File: src/rtl/pipe_hazard_ctrl_if.sv
// rtl/pipe_hazard_ctrl_if.sv - hazard controller observation/control bundle
// Purpose: groups the ID/EX and IF/ID hazard inputs with the stall/flush
//   controls so the controller and pipeline connect through one port.
// Modports:
//   master - hazard controller: samples i* hazard fields, drives o* controls
//   slave  - pipeline side: drives i* hazard fields, samples o* controls
// Parameter CNT_W sets the width of the stall-cycle counter.
interface pipe_hazard_ctrl_if #(
  parameter int CNT_W = 16
);
  logic             iIDEXMemRead;
  logic [4:0]       iIDEXRegDest;
  logic [4:0]       iIFIDRs;
  logic [4:0]       iIFIDRt;
  logic             iIFIDUsesRt;
  logic             iRedirect;
  logic             iMultiStart;
  logic             iHold;
  logic             oPCEnable;
  logic             oIFIDEnable;
  logic             oIDEXEnable;
  logic             oIFIDFlush;
  logic             oIDEXBubble;
  logic             oMCDone;
  logic             oBusy;
  logic [CNT_W-1:0] oStallCycles;

  modport master (
    input  iIDEXMemRead, iIDEXRegDest, iIFIDRs, iIFIDRt, iIFIDUsesRt,
           iRedirect, iMultiStart, iHold,
    output oPCEnable, oIFIDEnable, oIDEXEnable, oIFIDFlush, oIDEXBubble,
           oMCDone, oBusy, oStallCycles
  );

  modport slave (
    output iIDEXMemRead, iIDEXRegDest, iIFIDRs, iIFIDRt, iIFIDUsesRt,
           iRedirect, iMultiStart, iHold,
    input  oPCEnable, oIFIDEnable, oIDEXEnable, oIFIDFlush, oIDEXBubble,
           oMCDone, oBusy, oStallCycles
  );
endinterface

File: src/rtl/pipe_hazard_ctrl.sv
// rtl/pipe_hazard_ctrl.sv - stall/flush sequencer for the 5-stage pipeline
// Purpose: drives PC, IF/ID and ID/EX enables plus IF/ID flush and ID/EX
//   bubble. Handles load-use stalls, EX redirects, external hold and
//   multi-cycle EX ops (RUN/MC_BUSY FSM with an 8-bit down-counter).
// Ports:
//   clock   - pipeline clock, rising edge
//   reset_n - asynchronous active-low reset
//   hzd     - pipe_hazard_ctrl_if.master (hazard inputs, control outputs)
// Parameters:
//   MC_LATENCY - total frozen cycles of a multi-cycle op (2..255)
//   CNT_W      - width of the saturating stall-cycle counter
module pipe_hazard_ctrl #(
  parameter int MC_LATENCY = 8,
  parameter int CNT_W      = 16
) (
  input  logic                clock,
  input  logic                reset_n,
  pipe_hazard_ctrl_if.master  hzd
);

  typedef enum logic {
    RUN     = 1'b0,
    MC_BUSY = 1'b1
  } state_t;

  // Entry cycle counts as the first frozen cycle, so load one less.
  localparam logic [7:0] MC_LOAD = 8'(MC_LATENCY - 1);

  state_t           state;
  logic [7:0]       cnt;
  logic [CNT_W-1:0] stallCycles;

  logic loadUse;
  logic mcEntry;
  logic pcEn;
  logic ifidEn;
  logic idexEn;
  logic flush;
  logic bubble;
  logic mcDone;

  // $zero is never a real dependency, so a load to r0 never stalls.
  assign loadUse = hzd.iIDEXMemRead && (hzd.iIDEXRegDest != 5'd0) &&
                   ((hzd.iIDEXRegDest == hzd.iIFIDRs) ||
                    (hzd.iIFIDUsesRt && (hzd.iIDEXRegDest == hzd.iIFIDRt)));

  // Hold freezes ID/EX, so a pending mult/div simply enters after release.
  assign mcEntry = (state == RUN) && hzd.iMultiStart && !hzd.iHold;

  always_comb begin
    pcEn   = 1'b1;
    ifidEn = 1'b1;
    idexEn = 1'b1;
    flush  = 1'b0;
    bubble = 1'b0;
    mcDone = 1'b0;
    if (hzd.iHold) begin
      pcEn   = 1'b0;
      ifidEn = 1'b0;
      idexEn = 1'b0;
    end else if (mcEntry || (state == MC_BUSY && cnt != 8'd0)) begin
      pcEn   = 1'b0;
      ifidEn = 1'b0;
      idexEn = 1'b0;
    end else if (state == MC_BUSY) begin
      // cnt reached zero with no hold: release the front end this cycle.
      mcDone = 1'b1;
    end else if (hzd.iRedirect) begin
      flush  = 1'b1;
      bubble = 1'b1;
    end else if (loadUse) begin
      // Load leaves EX on the next edge, so a single bubble resolves it.
      pcEn   = 1'b0;
      ifidEn = 1'b0;
      bubble = 1'b1;
    end
  end

  always_ff @(posedge clock or negedge reset_n) begin
    if (!reset_n) begin
      state       <= RUN;
      cnt         <= 8'd0;
      stallCycles <= '0;
    end else begin
      case (state)
        RUN: begin
          if (mcEntry) begin
            state <= MC_BUSY;
            cnt   <= MC_LOAD;
          end
        end
        MC_BUSY: begin
          // The op keeps executing under hold; only the release waits.
          if (cnt != 8'd0) begin
            cnt <= cnt - 8'd1;
          end else if (!hzd.iHold) begin
            state <= RUN;
          end
        end
        default: state <= RUN;
      endcase
      if (!pcEn && (stallCycles != {CNT_W{1'b1}})) begin
        stallCycles <= stallCycles + 1'b1;
      end
    end
  end

  assign hzd.oPCEnable    = pcEn;
  assign hzd.oIFIDEnable  = ifidEn;
  assign hzd.oIDEXEnable  = idexEn;
  assign hzd.oIFIDFlush   = flush;
  assign hzd.oIDEXBubble  = bubble;
  assign hzd.oMCDone      = mcDone;
  assign hzd.oBusy        = (state == MC_BUSY);
  assign hzd.oStallCycles = stallCycles;

endmodule

File: src/flat_wrapper.sv
// flat-port wrapper written by rule: the top's interface ports become plain ports
module pipe_hazard_ctrl_flat 
#(
  parameter int MC_LATENCY = 8,
  parameter int CNT_W      = 16
)
  (clock, reset_n, hzd_iIDEXMemRead, hzd_iIDEXRegDest, hzd_iIFIDRs, hzd_iIFIDRt, hzd_iIFIDUsesRt, hzd_iRedirect, hzd_iMultiStart, hzd_iHold, hzd_oPCEnable, hzd_oIFIDEnable, hzd_oIDEXEnable, hzd_oIFIDFlush, hzd_oIDEXBubble, hzd_oMCDone, hzd_oBusy, hzd_oStallCycles);
  pipe_hazard_ctrl_if #(.CNT_W(CNT_W)) hzd_i ();
  input  logic clock;
  input  logic reset_n;
  input wire logic [$bits(hzd_i.iIDEXMemRead)-1:0] hzd_iIDEXMemRead;
  input wire logic [$bits(hzd_i.iIDEXRegDest)-1:0] hzd_iIDEXRegDest;
  input wire logic [$bits(hzd_i.iIFIDRs)-1:0] hzd_iIFIDRs;
  input wire logic [$bits(hzd_i.iIFIDRt)-1:0] hzd_iIFIDRt;
  input wire logic [$bits(hzd_i.iIFIDUsesRt)-1:0] hzd_iIFIDUsesRt;
  input wire logic [$bits(hzd_i.iRedirect)-1:0] hzd_iRedirect;
  input wire logic [$bits(hzd_i.iMultiStart)-1:0] hzd_iMultiStart;
  input wire logic [$bits(hzd_i.iHold)-1:0] hzd_iHold;
  output wire logic [$bits(hzd_i.oPCEnable)-1:0] hzd_oPCEnable;
  output wire logic [$bits(hzd_i.oIFIDEnable)-1:0] hzd_oIFIDEnable;
  output wire logic [$bits(hzd_i.oIDEXEnable)-1:0] hzd_oIDEXEnable;
  output wire logic [$bits(hzd_i.oIFIDFlush)-1:0] hzd_oIFIDFlush;
  output wire logic [$bits(hzd_i.oIDEXBubble)-1:0] hzd_oIDEXBubble;
  output wire logic [$bits(hzd_i.oMCDone)-1:0] hzd_oMCDone;
  output wire logic [$bits(hzd_i.oBusy)-1:0] hzd_oBusy;
  output wire logic [$bits(hzd_i.oStallCycles)-1:0] hzd_oStallCycles;
  assign hzd_i.iIDEXMemRead = hzd_iIDEXMemRead;
  assign hzd_i.iIDEXRegDest = hzd_iIDEXRegDest;
  assign hzd_i.iIFIDRs = hzd_iIFIDRs;
  assign hzd_i.iIFIDRt = hzd_iIFIDRt;
  assign hzd_i.iIFIDUsesRt = hzd_iIFIDUsesRt;
  assign hzd_i.iRedirect = hzd_iRedirect;
  assign hzd_i.iMultiStart = hzd_iMultiStart;
  assign hzd_i.iHold = hzd_iHold;
  assign hzd_oPCEnable = hzd_i.oPCEnable;
  assign hzd_oIFIDEnable = hzd_i.oIFIDEnable;
  assign hzd_oIDEXEnable = hzd_i.oIDEXEnable;
  assign hzd_oIFIDFlush = hzd_i.oIFIDFlush;
  assign hzd_oIDEXBubble = hzd_i.oIDEXBubble;
  assign hzd_oMCDone = hzd_i.oMCDone;
  assign hzd_oBusy = hzd_i.oBusy;
  assign hzd_oStallCycles = hzd_i.oStallCycles;
  pipe_hazard_ctrl #(.MC_LATENCY(MC_LATENCY), .CNT_W(CNT_W)) u_core (.clock(clock), .reset_n(reset_n), .hzd(hzd_i));
endmodule
File: config.mk
export PLATFORM = sky130hd
export DESIGN_NAME = pipe_hazard_ctrl_flat
export DESIGN_NICKNAME = d
export VERILOG_FILES = /design/src/rtl/pipe_hazard_ctrl_if.sv /design/src/rtl/pipe_hazard_ctrl.sv /design/src/flat_wrapper.sv
export SDC_FILE = /design/constraint.sdc
export NUM_CORES = 1
export LEC_CHECK = 0
export CAP_MARGIN = 40
export CORE_MARGIN = 8
export CORE_UTILIZATION = 42
export CTS_CLUSTER_SIZE = 16
export DETAILED_ROUTE_END_ITERATION = 7
export GPL_TIMING_DRIVEN = 0
export PLACE_DENSITY = 0.78
export SLEW_MARGIN = 10
export SYNTH_ARGS = -nofsm -noshare
export SYNTH_HDL_FRONTEND = slang
export SYNTH_SLANG_ARGS = --single-unit
File: constraint.sdc
create_clock -name clock -period 2.2 [get_ports clock]
set_input_delay 0.44 -clock clock [delete_from_list [all_inputs] [get_ports clock]]
set_output_delay 0.44 -clock clock [all_outputs]
set_load 0.02 [all_outputs]
### The metal 1 layer, run 1

Scale: 8 px per um. Supply wires on this layer in gray.
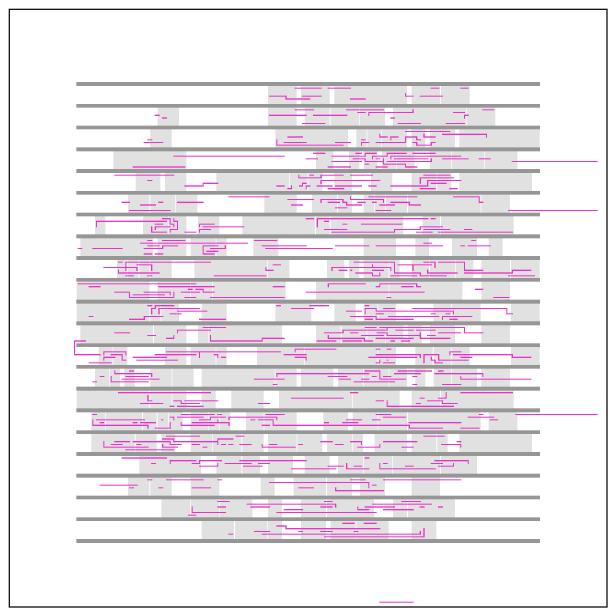
main direction = horizontal
nets with wire on the layer = 212
met1 Resource Use GR: 12.9%
Via Count: 1254
DRT Wirelength: 3830 um

### Where the registers sit, run 1

Scale: 6 px per um. Other sequential cells in the stronger gray, the rest of the logic in the fainter gray.
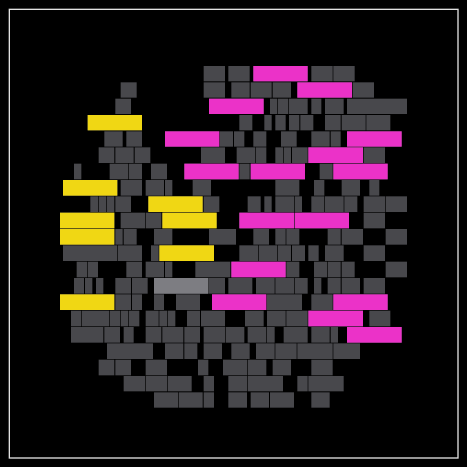
u_core.cnt -> yellow  # flops 8, where west
u_core.hzd.oStallCycles -> magenta  # flops 16
P_seq: 0.000782 W
Seq/total area: 28.7%
register area: 626 um2

==> flow_summary.ini, run 1 <==
; yosys + openroad results
[timing]
drv_slew = 0
maxClockFrequency_mhz = 380
setup_slack_ns = -0.435
rsz0062_at_grt = true
finalCritPeriodShare_pct = 120
setup_viol = 4
hold_ws_ns = 0.390
max_slew.worst_pin.slew_ns = 0.508
skew_ns = 0.0220
finalHoldViolations = 0
tns_ns = -1.04

[run_status]
status = complete, but fails checks
violations = setup timing

[power]
peakVddDrop_mv = 0.620
total_power_w = 0.00212
p_int_w = 0.00127
switching_share_pct = 40.0
clock_net_power_w = 0.000220
switchingPower_w = 0.000848

[critical_path]
crit_family = simple AND/OR/NAND/NOR gates
cp-end-kind = output pin
cp-start-kind = register
r2r-end = u_core.hzd.oStallCycles[1]$_DFFE_PN0P_
cp.required_ns = 1.76
crit_end = hzd_oPCEnable
reg2reg_from = u_core.cnt[6]$_DFFE_PN0P_
critical_path.cell_chain = or4_4 -> nor4_4 -> or2_4 -> o21ai_4 -> buf_6 -> clkinvlp_4 -> buf_6 -> buf_6
crit_slowest_cell = or4_4
path_max_fanout = 2

[routing]
ant_nets = 0
drtPass1Iterations = 4
wl_met2_um = 2210
routed.top_layer = met4
wl_met3_um = 153
met1_length_um = 1450
drc = 0
dr.first_iter.drc_count = 101
viasPerCell = 4.92

[clocking]
clkTransAtPathRegs_ns = 0.16
clockBufferDepth = 2
clock_sinks = 25
cts-resized-gates = 68
clk_latency_ns = 0.34
cts_tree = done
holdBufCountCts = 0

[finish]
flops = 25
mostFrequentLayoutCell = dfrtp_1
fillCellCount = 272
num_antenna_cells = 0
signal_buffers = 65
mostFrequentLayoutCells = dfrtp_1, clkdlybuf4s50_1, xnor2_1, buf_4, nor2_1
largest_register_ffs = 16
final_cell_area_um2 = 2180
fin_cells = 255
area_delta_synth_final_pct = 51.4
num-nonclk-inverters = 7
nClkBuffers = 3
final_core_util_pct = 65.8
final-comb-area_um2 = 841
nets = 235

[global_routing]
first_global_vias = 1323
busiest_layer = met2
grt_pass1_wl_um = 5910
antenna_found_initial = 0
grt_max_degree = 19
grt_remaining_overflow = 0

[logic_synthesis]
ys_cells = 144
async_flop_share_pct = 100
ys_ff = 25
simple_gate_area_share_pct = 23.8
logic_family = simple AND/OR/NAND/NOR gates
synthTopCellsByCount = dfrtp_1, xnor2_1, nor2_1, xor2_1, nand3_1
synth-edff-count = 0
synth-adder-area-share_pct = 2.61
ys_seq_share_pct = 43.5
synth-main-ff-cell = dfrtp_1
syn-cell-area_um2 = 1440
synth_top_cell_by_count = dfrtp_1
synth_cell_type_count = 35
yosys.area_share.aoi_pct = 7.22
top_cell_area_share_pct = 43.5

[floorplanning]
dieArea_um2 = 5550
die_height_um = 74.5
core_um2 = 3310
rows = 21

[placed_design]
place_ws_ns = -1.18
port_buffers = 44
dp_cells = 235
place_area_um2 = 1980

[run]
max_cap_viol_count = 0
### M3 wires, run 1

Scale: 4 px per um.
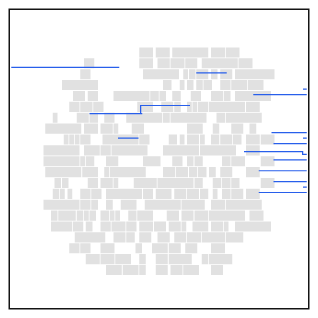
nets with wire on the layer = 14
wire length on this layer = 153 um
met3 Usage GRT: 3.50%

### Metal layers overlaid, run 1

Scale: 6 px per um. Two of the layers only.
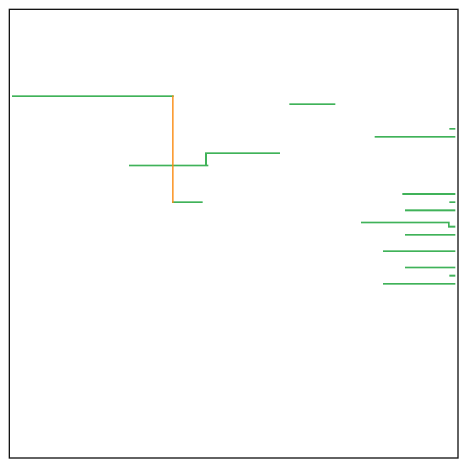
metal 3 -> green  # wire length 153 um
metal 4 -> orange  # wire length 17.7 um
Total Routing Usage GR: 13.7%
routed len/inst: 15.0 um

## Run 2: what changed since run 1
ABC_AREA = 1   (was default)
CORE_UTILIZATION = 45   (was 42)
### Where the registers sit, run 2

Scale: 6 px per um. Other sequential cells in the stronger gray, the rest of the logic in the fainter gray.
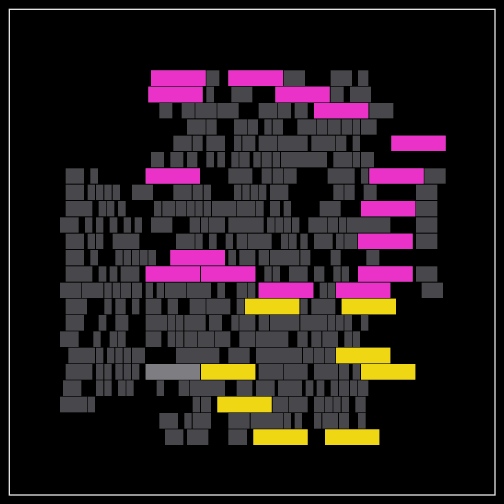
u_core.cnt -> yellow  # flops 8
u_core.hzd.oStallCycles -> magenta  # flops 16
Seq/total area: 24.8%
P_seq: 0.000767 W
post-layout util: 62.6%

### The metal 1 layer, run 2

Scale: 8 px per um. Supply wires on this layer in gray.
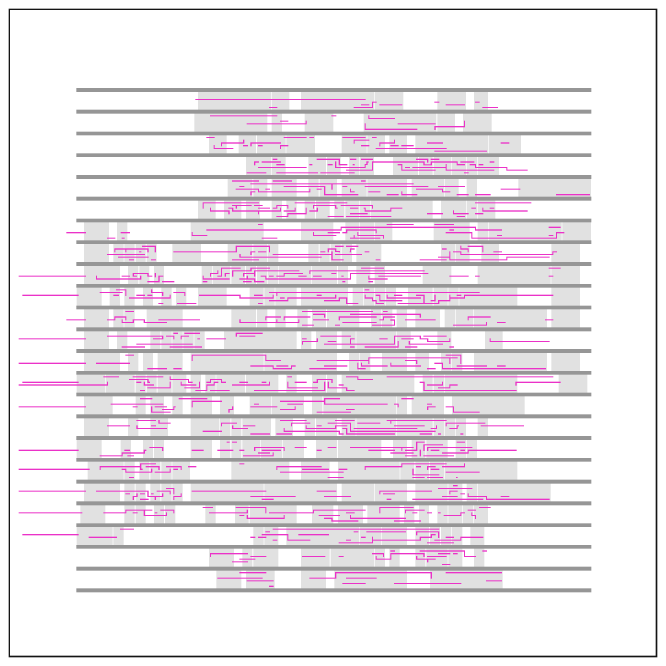
wire length on this layer = 1850 um
longest straight run = 26.2 um
Via Count: 1743
met1 Resource Use GR: 16.2%
DRT Wirelength: 4340 um

==> run 2 against run 1 <==
The run now ends clean; utilization shrank 3.2 points; register-to-register slack gained 0.29 ns; final area grew 16%; setup slack gained 0.47 ns; final cell count grew 41%; sequential cell count is the same; largest power group unchanged; highest routed layer unchanged.
==> flow_summary.ini, run 2 <==
; yosys + openroad results
[global_routing]
first_global_vias = 1696
grt_pass1_wl_um = 7390
busiest_layer = met2
use_met3_pct = 3.35
grt_remaining_overflow = 0

[routing]
wire_per_inst_um = 12.1
dr.first_iter.drc_count = 87
drtPass1Iterations = 4
met1_length_um = 1850
wl_met3_um = 311
ant_nets = 0

[power]
switchingPower_w = 0.000908
p_int_w = 0.00122
switching_share_pct = 42.6
clock_net_power_w = 0.000277
total_power_w = 0.00213
peakVddDrop_mv = 0.354

[logic_synthesis]
synth_cell_type_count = 27
ys_seq_share_pct = 33.2
synth_top_cell_by_count = nand2_1
simple_gate_area_share_pct = 42.4
synth-adder-area-share_pct = 1.99
async_flop_share_pct = 100
synth-edff-count = 0
syn-cell-area_um2 = 1880
ys_ff = 25

[placed_design]
dp_cells = 347
place_ws_ns = -0.902
place_area_um2 = 2400

[finish]
mostFrequentLayoutCell = nand2_1
final-comb-area_um2 = 1080
fillCellCount = 374
final_cell_area_um2 = 2520
area_delta_synth_final_pct = 33.8
flops = 25
largest_register_ffs = 16
fin_cells = 359

[critical_path]
critical_path.cell_chain = clkdlybuf4s50_1 -> inv_2 -> o21ai_4 -> nand2_4 -> inv_6 -> nor2_8 -> nand2_4 -> inv_2 -> buf_4 -> buf_6
crit_family = buffers and inverters
crit_end = hzd_oPCEnable
reg2reg_from = u_core.hzd.oBusy$_DFF_PN0_
cp-start-kind = input port

[run]
max_cap_viol_count = 0

[timing]
finalHoldViolations = 0
tns_ns = 0
skew_ns = 0.00443
hold_ws_ns = 0.518

[clocking]
clockBufferDepth = 2
clk_latency_ns = 0.27
cts-resized-gates = 33
clock_sinks = 25
clkTransAtPathRegs_ns = 0.09

[floorplanning]
rows = 23
dieArea_um2 = 6510

[run_status]
status = finished, final reports clean
## Run 3: what changed since run 2
==> constraint.sdc (replaced) <==
create_clock -name clock -period 2.2 [get_ports clock]
set_input_delay 0.22 -clock clock [delete_from_list [all_inputs] [get_ports clock]]
set_output_delay 0.22 -clock clock [all_outputs]
set_load 0.02 [all_outputs]
### Metal layers overlaid, run 3

Scale: 6 px per um. Two of the layers only.
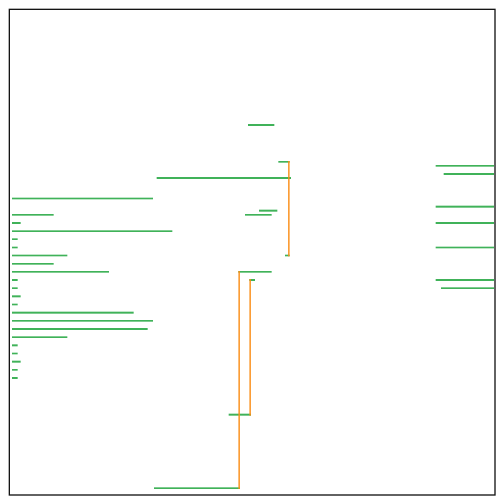
metal 3 -> green  # wire length 294 um
metal 4 -> orange  # wire length 74.1 um
routed len/inst: 11.5 um
Via Count: 1704
DRT Wirelength: 4070 um
Total Routing Usage GR: 13.7%

### Routing congestion map, run 3

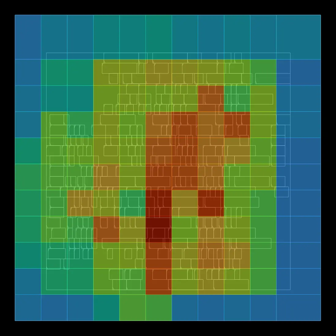
layer with the highest usage: met2
met3 Usage GRT: 3.46%
post-layout util: 61.4%

==> run 3 against run 2 <==
Power decreased by 2.4%; sequential share of layout area increased by 0.46 points; hold slack got worse by 0.22 ns; global-route usage is 0.12 points lower; synthesized cell count is the same; first-iteration DRC count increased by 15%; largest cell class unchanged; largest power group unchanged; highest routed layer unchanged.
==> flow_summary.ini, run 3 <==
; yosys + openroad results
[timing]
rsz0062_at_grt = true
skew_ns = 0.00196
tns_ns = 0
setup_slack_ns = 0.0581
drv_slew = 0
hold_ws_ns = 0.298
maxClockFrequency_mhz = 467
finalHoldViolations = 0

[finish]
seq-cell-share_pct = 25.3
num-nonclk-inverters = 38
final_cell_area_um2 = 2470
nClkBuffers = 3
area_delta_synth_final_pct = 31.3
fillCellCount = 381
final-comb-area_um2 = 1070
flops = 25

[placed_design]
place_area_um2 = 2400
port_buffers = 44
dp_cells = 347
place_ws_ns = -0.462

[critical_path]
crit_family = buffers and inverters
cp-start-kind = input port
crit_slowest_cell = clkdlybuf4s50_1
cp-end-kind = output pin
cp.required_ns = 1.98
r2r-end = u_core.hzd.oStallCycles[1]$_DFFE_PN0P_

[logic_synthesis]
yosys.area_share.aoi_pct = 4.05
synth-main-ff-cell = dfrtp_1
synth-edff-count = 0
ys_ff = 25
simple_gate_area_share_pct = 42.4
ys_cells = 252
synth_cell_type_count = 27
ys_seq_share_pct = 33.2
synthTopCellsByCount = nand2_1, inv_1, nand3_1
async_flop_share_pct = 100

[power]
p_seq_w = 0.000762
switchingPower_w = 0.000885
clock_net_power_w = 0.000280
p_int_w = 0.00120
peakVddDrop_mv = 0.350

[routing]
met1_length_um = 1820
drtPass1Iterations = 4
wl_met3_um = 294
routed.top_layer = met4
wl_met2_um = 1880

[global_routing]
antenna_found_initial = 0
grt_remaining_overflow = 0
first_global_vias = 1677
grt_max_degree = 15

[clocking]
clkTransAtPathRegs_ns = 0.09
holdBufCountCts = 0
cts-resized-gates = 10
clock_sinks = 25

[run_status]
status = finished, final reports clean

[floorplanning]
core_um2 = 4030
dieArea_um2 = 6510
Power and IR drop assume default switching activity.
